## config.mk

```make
export PLATFORM = sky130hd
export DESIGN_NAME = rsa_modexp_engine
export DESIGN_NICKNAME = d
export VERILOG_FILES = /design/src/rtl/rsa_modexp_engine.sv
export SDC_FILE = /design/constraint.sdc
export NUM_CORES = 1
export LEC_CHECK = 0
export CELL_PAD_IN_SITES_DETAIL_PLACEMENT = 1
export CELL_PAD_IN_SITES_GLOBAL_PLACEMENT = 1
export CORE_MARGIN = 5
export CORE_UTILIZATION = 43
export DETAILED_ROUTE_END_ITERATION = 6
export GPL_TIMING_DRIVEN = 0
export PLACE_DENSITY_LB_ADDON = 0.1
export SLEW_MARGIN = 0
export SYNTH_ARGS = -nofsm -noshare
export SYNTH_HDL_FRONTEND = slang
export SYNTH_SLANG_ARGS = --single-unit
```

## constraint.sdc

```tcl
create_clock -name clk -period 7.5 [get_ports clk]
set_input_delay 1.875 -clock clk [delete_from_list [all_inputs] [get_ports clk]]
set_output_delay 1.875 -clock clk [all_outputs]
set_load 0.1 [all_outputs]
```

## src/rtl/rsa_modexp_engine.sv

```systemverilog
// Sequential modular exponentiation (base^exp mod n) with a leaky square-and-multiply
// mode and a constant-time Montgomery-ladder mode, sharing one bit-serial modular multiplier.
module rsa_modexp_engine #(
  parameter int unsigned WIDTH     = 16,
  parameter int unsigned EXP_WIDTH = 16,
  parameter int unsigned CNT_WIDTH = 32
) (
  input  logic                 clk,
  input  logic                 rst,
  input  logic                 start,
  input  logic                 mode,
  input  logic [WIDTH-1:0]     base,
  input  logic [EXP_WIDTH-1:0] exp,
  input  logic [WIDTH-1:0]     n,
  output logic [WIDTH-1:0]     result,
  output logic                 busy,
  output logic                 done,
  output logic                 err,
  output logic [CNT_WIDTH-1:0] cycles
);

  localparam int unsigned MCW = $clog2(WIDTH + 1);
  localparam int unsigned ECW = $clog2(EXP_WIDTH + 1);

  typedef enum logic [2:0] {
    S_IDLE, S_LOAD, S_REDUCE, S_SQ, S_MUL, S_LAD_A, S_LAD_B, S_FINISH
  } state_t;

  state_t               state_q;
  logic                 mode_q, bad_q;
  logic [WIDTH-1:0]     base_q, n_q, bval_q, r0_q, r1_q;
  logic [EXP_WIDTH-1:0] e_q;
  logic [ECW-1:0]       bcnt_q;
  logic [WIDTH-1:0]     ma_q, mb_q;
  logic [WIDTH+1:0]     acc_q;
  logic [MCW-1:0]       mcnt_q;
  logic [WIDTH-1:0]     result_q;
  logic                 busy_q, done_q, err_q;
  logic [CNT_WIDTH-1:0] cycles_q;

  logic [WIDTH+1:0]     nx, bx, dbl, red1, sum, step_full;
  logic [WIDTH-1:0]     step_r, lad_r0n, lad_r1n;
  logic                 mul_last, exp_bit, last_bit, in_mul;

  // One interleaved step: r = 2r mod n, then r = (r + a[i]*b) mod n; r < n keeps WIDTH+2 bits safe.
  always_comb begin
    nx        = {2'b00, n_q};
    bx        = {2'b00, mb_q};
    dbl       = {acc_q[WIDTH:0], 1'b0};
    red1      = (dbl >= nx) ? dbl - nx : dbl;
    sum       = red1 + (ma_q[WIDTH-1] ? bx : '0);
    step_full = (sum >= nx) ? sum - nx : sum;
    step_r    = step_full[WIDTH-1:0];
    mul_last  = (mcnt_q == MCW'(WIDTH - 1));
    exp_bit   = e_q[EXP_WIDTH-1];
    last_bit  = (bcnt_q == '0);
    in_mul    = (state_q == S_REDUCE) || (state_q == S_SQ) || (state_q == S_MUL) ||
                (state_q == S_LAD_A) || (state_q == S_LAD_B);
    lad_r0n   = exp_bit ? r0_q : step_r;
    lad_r1n   = exp_bit ? step_r : r1_q;
  end

  always_ff @(posedge clk) begin
    if (rst) begin
      state_q  <= S_IDLE;
      mode_q   <= 1'b0;
      bad_q    <= 1'b0;
      base_q   <= '0;
      n_q      <= '0;
      bval_q   <= '0;
      r0_q     <= '0;
      r1_q     <= '0;
      e_q      <= '0;
      bcnt_q   <= '0;
      ma_q     <= '0;
      mb_q     <= '0;
      acc_q    <= '0;
      mcnt_q   <= '0;
      result_q <= '0;
      busy_q   <= 1'b0;
      done_q   <= 1'b0;
      err_q    <= 1'b0;
      cycles_q <= '0;
    end else begin
      done_q <= 1'b0;
      if (state_q != S_IDLE && cycles_q != '1)
        cycles_q <= cycles_q + 1'b1;

      // Multiplier sequencing; each state below only loads the next operands on mul_last.
      if (in_mul) begin
        if (mul_last) begin
          acc_q  <= '0;
          mcnt_q <= '0;
        end else begin
          acc_q  <= step_full;
          mcnt_q <= mcnt_q + 1'b1;
          ma_q   <= ma_q << 1;
        end
      end

      case (state_q)
        S_IDLE: begin
          if (start) begin
            mode_q   <= mode;
            base_q   <= base;
            e_q      <= exp;
            n_q      <= n;
            busy_q   <= 1'b1;
            err_q    <= 1'b0;
            cycles_q <= '0;
            state_q  <= S_LOAD;
          end
        end
        S_LOAD: begin
          acc_q  <= '0;
          mcnt_q <= '0;
          bcnt_q <= ECW'(EXP_WIDTH - 1);
          if (n_q < WIDTH'(2)) begin
            bad_q   <= 1'b1;
            state_q <= S_FINISH;
          end else begin
            bad_q   <= 1'b0;
            ma_q    <= base_q;
            mb_q    <= WIDTH'(1);
            state_q <= S_REDUCE;
          end
        end
        S_REDUCE: begin
          if (mul_last) begin
            bval_q <= step_r;
            r0_q   <= WIDTH'(1);
            r1_q   <= step_r;
            ma_q   <= WIDTH'(1);
            if (mode_q) begin
              mb_q    <= step_r;
              state_q <= S_LAD_A;
            end else begin
              mb_q    <= WIDTH'(1);
              state_q <= S_SQ;
            end
          end
        end
        S_SQ, S_MUL: begin
          if (mul_last) begin
            r0_q <= step_r;
            if (state_q == S_SQ && exp_bit) begin
              ma_q    <= step_r;
              mb_q    <= bval_q;
              state_q <= S_MUL;
            end else if (last_bit) begin
              state_q <= S_FINISH;
            end else begin
              e_q     <= e_q << 1;
              bcnt_q  <= bcnt_q - 1'b1;
              ma_q    <= step_r;
              mb_q    <= step_r;
              state_q <= S_SQ;
            end
          end
        end
        S_LAD_A: begin
          if (mul_last) begin
            if (exp_bit) begin
              r0_q <= step_r;
              ma_q <= r1_q;
              mb_q <= r1_q;
            end else begin
              r1_q <= step_r;
              ma_q <= r0_q;
              mb_q <= r0_q;
            end
            state_q <= S_LAD_B;
          end
        end
        S_LAD_B: begin
          if (mul_last) begin
            r0_q <= lad_r0n;
            r1_q <= lad_r1n;
            if (last_bit) begin
              state_q <= S_FINISH;
            end else begin
              e_q     <= e_q << 1;
              bcnt_q  <= bcnt_q - 1'b1;
              ma_q    <= lad_r0n;
              mb_q    <= lad_r1n;
              state_q <= S_LAD_A;
            end
          end
        end
        S_FINISH: begin
          result_q <= bad_q ? '0 : r0_q;
          err_q    <= bad_q;
          done_q   <= 1'b1;
          busy_q   <= 1'b0;
          state_q  <= S_IDLE;
        end
        default: state_q <= S_IDLE;
      endcase
    end
  end

  assign result = result_q;
  assign busy   = busy_q;
  assign done   = done_q;
  assign err    = err_q;
  assign cycles = cycles_q;

endmodule
```

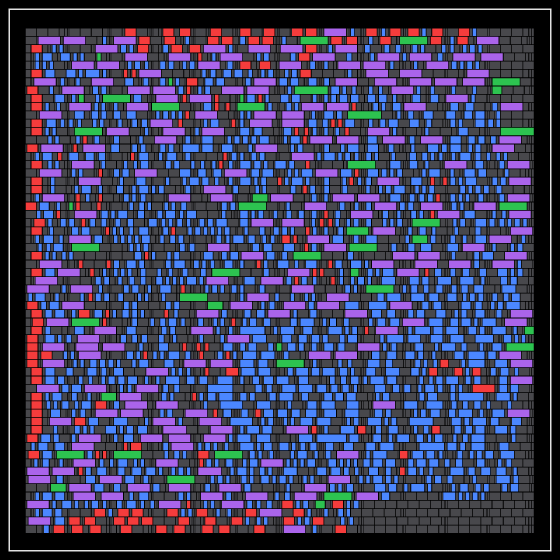
*Cell classes on the final placement, run 1*
Fill, decap, tap and diode cells in grey.
| colour | class | cells |
|---|---|---|
| purple | flip-flops | 211 |
| red | other buffers and delay cells | 196 |
| blue | all other logic | 1265 |
| green | clock drivers and dummy loads | 44 |

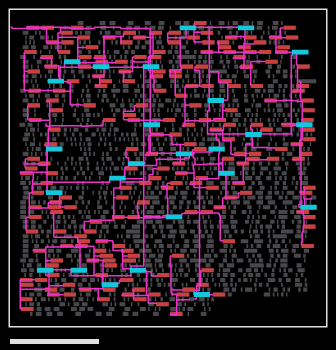
*Clock wires, drivers and flops, run 1*
Scale bar: 50 µm.
[magenta] clock wires | length: 3030 µm
[cyan] cells driving clock nets | count: 25
[red] flip-flops | count: 211
flops lie: spread over the die
routed clock nets: 26

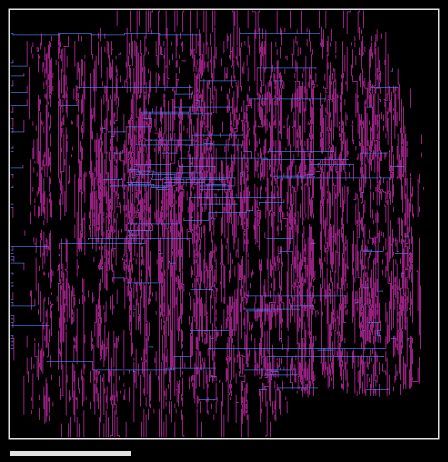
*Wiring by layer, run 1*
Scale bar: 50 µm. Two of the layers only.
| colour | layer | wire length |
|---|---|---|
| magenta | met2 | 20.7 mm |
| blue | met3 | 1700 µm |

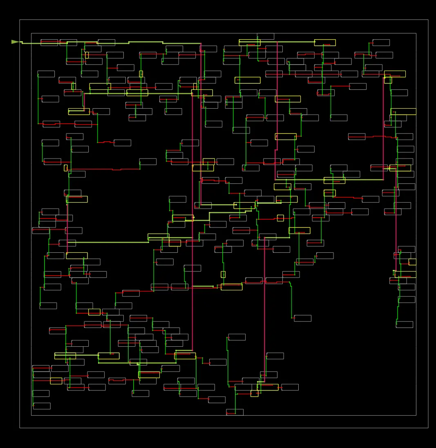
*Clock routing, run 1*
clock tree sinks: 211
Layout Skew: 0.01903 ns
Worst-Skew Late Latency: 0.54 ns
Flops: 211

==> flow_summary.yaml, run 1 <==
# implementation run metrics
outcome:
  status: "finished, final reports clean"
synthesis:
  synthXorXnorAreaFrac_pct: 5.387
  ys_area_mm2: 0.01203
  yosysWarningCount: 0
  area_leaders: "dfxtp_1, a21oi_1, nor2_1"
  ys_ff: 211
  yosysCellCount: 1563
  synth.avg_cell_area_um2: 7.698
  ys_sh_aoi_pct: 22.70
  synth_nets: 1669
  edf_count: 0
  ys_sh_simple_pct: 22.26
  top_cell_area_share_pct: 35.11
  top_logic_kind: "AND-OR/OR-AND gates"
  ys_seq_share_pct: 35.11
  yosysUniqueCellTypes: 64
  ys_sh_adder_pct: 5.803
  yosysTopAreaCell: "dfxtp_1"
  ys.flop_type: "dfxtp_1"
  muxShareOfSynthArea_pct: 4.607
  synthCells: 1563
  ys_async_sr_fraction_pct: 0
  synthesis.area_mm2: 0.01203
  top_cells_by_count: "nor2_1, dfxtp_1, nand2_1, a21oi_1, clkbuf_1"
  yosysMostFrequentCell: "nor2_1"
clock_network:
  clk_pin_slew_ns: 0.07
  cts_buffers: 25
  postCtsSetupRepairBufs: 5
  cts_htree_levels: 1
  cts_tree: "built"
  clk_path_buf_depth: 3
  root_buffer: "clkbuf_16"
  cts.repair.resized: 8
  hold_buffers: 0
grt:
  use_met1_pct: 35.36
  grt_pass1_vias: 12500
  overflow: 0
  grt_use_total_pct: 26.87
  antenna_found_initial: 1
  grt_max_degree: 15
  grtUsageMet3_pct: 3.098
  grt_pass1_wl_um: 68010
  top_usage_layer: "met2"
  use_met2_pct: 46.60
routing:
  wl_met2_um: 20730
  drt_iter0_drc: 727
  dr.max_layer_used: "met4"
  dr.pass1.iters: 5
  wl_per_cell_um: 20.50
  drc: 0
  postRouteAntennaNets: 0
  m1WireLength_um: 19170
  routed_wl_um: 42930
  num_vias: 12260
  met3_length_um: 1696
  vias_per_cell: 5.855
floorplan:
  die_h_um: 177.3
  initCoreUtil_pct: 43.43
  fp-row-count: 61
  num_io_pins: 103
  die_x_um: 177.3
  design.core.area_mm2: 0.02771
  die_area_mm2: 0.03143
setup_path:
  crit_fanout: 10
  endpoint_kind: "flop"
  crit_path_start_kind: "flop"
  critPathKind: "reg2reg"
  max_stage_delay_ns: 0.48
  slowest_stage: "fa_1"
  startpoint: "n_q[0]"
  required_ns: 7.93
  worstPathArrival_ns: 7.63
  r2r-start: "n_q[0]"
finish:
  drive_above_1_share_pct: 5.594
  syn_to_final_growth_pct: 21.03
  fin_util_pct: 52.56
  fin_nets: 1805
  num_antenna_cells: 0
  lay_top_count: "nor2_1"
  lay_top_cells: "nor2_1, nand2_1, dfxtp_1"
  stdcell_count: 2094
  fillers: 3451
final_timing:
  fin_crit_sh_pct: 96.03
  finalHoldViolCount: 0
  worst_slew_pin_slew_ns: 1.009
  final.setup.tns_ns: 0
  rsz0062_at_grt: "true"
  drv_slew: 0
  setup_viol: 0
  fmax_ghz: 0.1388
  relSlewSlack_pct: 32.54
  fin_crit_ns: 7.202
flow_run:
  cap_viol_max_count: 0
  warnings: 28
placement:
  dp_hpwl_um: 33150
  port_buffers: 101
  dp.cells: 2042
  place_congestion: 0.9535
worst_hold_path:
  min_path_type: "reg2reg"
  hp-start: "mcnt_q[4]"
## run 1: critical path, delay by kind of cell (launching register included)
| kind | cells | cell delay, ns |
|---|---|---|
| compound gates | 12 | 2.95 |
| fa+ha+maj | 4 | 1.41 |
| buf+inv | 5 | 0.89 |
| simple gates | 7 | 0.88 |
| mux | 1 | 0.45 |
| flops | 1 | 0.37 |
| xor+xnor | 1 | 0.16 |
## run 1: registers in the layout (all words and copies together), names as in the netlist, 3 cells and up
name / cells
mb_q: 16
r1_q: 16
base_q: 16
ma_q: 16
result: 16
bcnt_q: 5
r0_q: 16
cycles: 32
acc_q: 17
bval_q: 16
e_q: 16
n_q: 16
state_q: 3
mcnt_q: 5
## run 1: path summary, 6_finish.rpt
check,slack (ns),cells after the start,endpoint
max,0.30,30,mb_q[11]
min,0.45,2,mcnt_q[4]
max reg2reg,0.30,30,mb_q[11]
min reg2reg,0.45,2,mcnt_q[4]
## run 1: area by class of cell
class                      instances  area [µm²]  area share, %
buffer                            86       334.1          2.294
clock buffer                      34       709.4          4.872
clock inverter                    10       153.9          1.057
inverter                          43       161.4          1.108
multi-input combinational       1222        7412          50.90
sequential                       211        4227          29.03
tap                              378       473.0          3.248
timing repair buffer             110        1091          7.493
## run 1: per-stage QoR
step                      hold slack (ns)  cell area (µm²)  setup WS (ns)
after global placement             0.4285            13520        -0.4101
after global routing               0.4654            14560       -0.02165
after detailed placement           0.4422            13520        -0.5137
after floorplan                    0.4191            12030         0.9755
after CTS                          0.4498            14480      0.0001670
final                              0.4518            14560         0.2978
## run 1: cells by family after synthesis
family	count (synthesis)
and+or+nand+nor	612
AOI/OAI and AO/OA	431
DFF	211
buffers and inverters	130
xor gates and xnor gates	74
adders and majority gates	54
muxes	51
==> inputs of run 2 (changes only) <==
--- a/config.mk
+++ b/config.mk
@@ -12,7 +12,6 @@
 export DETAILED_ROUTE_END_ITERATION = 6
 export GPL_TIMING_DRIVEN = 0
 export PLACE_DENSITY_LB_ADDON = 0.1
-export SLEW_MARGIN = 0
 export SYNTH_ARGS = -nofsm -noshare
 export SYNTH_HDL_FRONTEND = slang
 export SYNTH_SLANG_ARGS = --single-unit
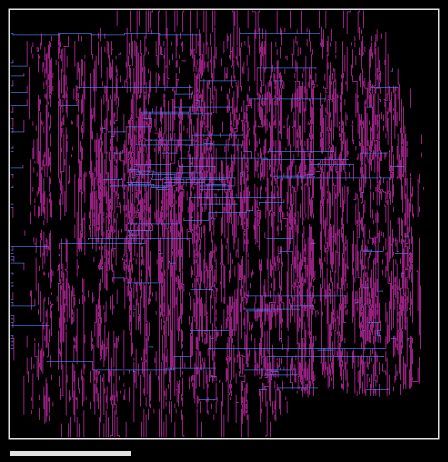
*Wiring by layer, run 2*
Scale bar: 50 µm. Two of the layers only.
| colour | layer | wire length |
|---|---|---|
| magenta | met2 | 20.7 mm |
| blue | met3 | 1700 µm |

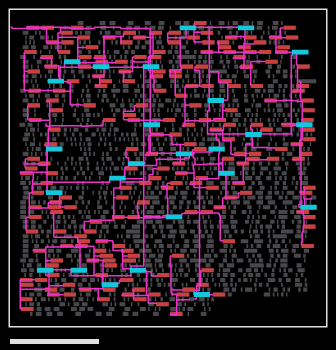
*Clock wires, drivers and flops, run 2*
Scale bar: 50 µm.
[cyan] cells driving clock nets | count: 25
[magenta] clock wires | length: 3030 µm
[red] flip-flops | count: 211
routed clock nets: 26
flops lie: spread over the die

==> run 2 against run 1 <==
Against the previous run: area after synthesis stayed put; die area stayed put; utilization stayed put; hold slack stayed put; first-iteration DRC count stayed put; non-clock buffer count stayed put; global-route usage stayed put; clock-buffer cell count stayed put; critical endpoint unchanged; highest routed layer unchanged.
==> flow_summary.yaml, run 2 <==
# implementation run metrics
setup_path:
  worstReg2RegEnd: "mb_q[11]"
  crit_path_start_kind: "flop"
  crit_fanout: 10
  slowest_stage: "fa_1"
  max_stage_delay_ns: 0.48
  reg2reg_depth: 30
  worstPathArrival_ns: 7.63
  endpoint_kind: "flop"
  endpoint: "mb_q[11]"
  critPathKind: "reg2reg"
  required_ns: 7.93
  startpoint: "n_q[0]"
  r2r_slack_ns: 0.30
  r2r-start: "n_q[0]"
synthesis:
  edf_count: 0
  yosysUniqueCellTypes: 64
  synthCells: 1563
  ys.flop_type: "dfxtp_1"
  ys_seq_share_pct: 35.11
  top_cell_area_share_pct: 35.11
  ys_area_mm2: 0.01203
  synth.avg_cell_area_um2: 7.698
  top_cells_by_count: "nor2_1, dfxtp_1, nand2_1, a21oi_1, clkbuf_1"
  area_leaders: "dfxtp_1, a21oi_1, nor2_1"
  ys_ff: 211
  yosysMostFrequentCell: "nor2_1"
  synth_nets: 1669
  yosysWarningCount: 0
  ys_async_sr_fraction_pct: 0
  synthesis.area_mm2: 0.01203
  yosysTopAreaCell: "dfxtp_1"
  yosysCellCount: 1563
clock_network:
  cts.repair.resized: 8
  insertion_delay_ns: 0.54
  cts_num_sinks: 211
  cts_htree_levels: 1
  hold_buffers: 0
  clk_path_buf_depth: 3
  root_buffer: "clkbuf_16"
  postCtsSetupRepairBufs: 5
  clk_pin_slew_ns: 0.07
  cts_buffers: 25
  cts_tree: "built"
final_timing:
  clock_skew_ns: 0.01903
  fmax_ghz: 0.1388
  rsz0062_at_grt: "true"
  drv_slew: 0
  holdWs_ns: 0.4518
  setup_viol: 0
  fin_crit_ns: 7.202
  finalHoldViolCount: 0
  relSlewSlack_pct: 32.54
  final.setup.tns_ns: 0
  worst_slew_pin_slew_ns: 1.009
  fin_crit_sh_pct: 96.03
floorplan:
  die_x_um: 177.3
  design.core.area_mm2: 0.02771
  die_area_mm2: 0.03143
  num_io_pins: 103
  fp-row-count: 61
  initCoreUtil_pct: 43.43
  die_h_um: 177.3
grt:
  grt_pass1_vias: 12500
  grt_max_degree: 15
  overflow: 0
  grt_pass1_wl_um: 68010
  antenna_found_initial: 1
  grt_use_total_pct: 26.87
worst_hold_path:
  hp-start: "mcnt_q[4]"
  hold_end: "mcnt_q[4]"
  min_path_type: "reg2reg"
  holdPathStages: 2
finish:
  largest_reg_flops: 32
  syn_to_final_growth_pct: 21.03
  fin_nets: 1805
  lay_top_cells: "nor2_1, nand2_1, dfxtp_1"
  num_antenna_cells: 0
  seq_area_mm2: 0.004227
  drive_above_1_share_pct: 5.594
  comb_area_mm2: 0.007412
  lay_top_count: "nor2_1"
  fillers: 3451
routing:
  postRouteAntennaNets: 0
  vias_per_cell: 5.855
  drt_iter0_drc: 727
  dr.pass1.iters: 5
  num_vias: 12260
  drc: 0
  wl_per_cell_um: 20.50
  routed_wl_um: 42930
placement:
  place_congestion: 0.9535
  port_buffers: 101
  dp_hpwl_um: 33150
flow_run:
  warnings: 28
  cap_viol_max_count: 0
outcome:
  status: "finished, final reports clean"
-- run 2: worst max-delay path: cells and delay by family, from the launching register on --
kind	cells	cell delay [ns]
AOI/OAI and AO/OA	12	2.95
xor gates and xnor gates	1	0.16
adders and majority gates	4	1.41
buffers and inverters	5	0.89
DFF	1	0.37
muxes	1	0.45
and+or+nand+nor	7	0.88
-- run 2: logic make-up after synthesis --
family / share of synthesized area, %
and+or+nand+nor: 22.27
muxes: 4.607
AOI/OAI and AO/OA: 22.70
xor gates and xnor gates: 5.387
buffers and inverters: 4.128
adders and majority gates: 5.803
DFF: 35.11
-- run 2: per-layer routing --
layer / vias up / GRT usage [%] / share of wire, %
li1: 5818 / - / -
met1: 6103 / 35.36 / 45
met2: 274 / 46.60 / 48
met3: 66 / 3.098 / 4.0
met4: 0 / 7.638 / 3.1
met5: - / 0 / 0
-- run 2: through the flow --
stage | instance area [µm²] | util, % | instances | worst slack [ns]
2_1_floorplan | 12030 | - | 1563 | 0.9755
3_3_place_gp | 13520 | 48.78 | 2042 | -0.4101
6_report | 14560 | 52.56 | 2094 | 0.2978
3_5_place_dp | 13520 | 48.78 | 2042 | -0.5137
5_1_grt | 14560 | 52.56 | 2094 | -0.02165
4_1_cts | 14480 | 52.26 | 2091 | 0.0001670
-- run 2: cell type report --
class / instances / area share [%]
buffer: 86 / 2.294
clock buffer: 34 / 4.872
clock inverter: 10 / 1.057
inverter: 43 / 1.108
multi-input combinational: 1222 / 50.90
sequential: 211 / 29.03
tap: 378 / 3.248
timing repair buffer: 110 / 7.493
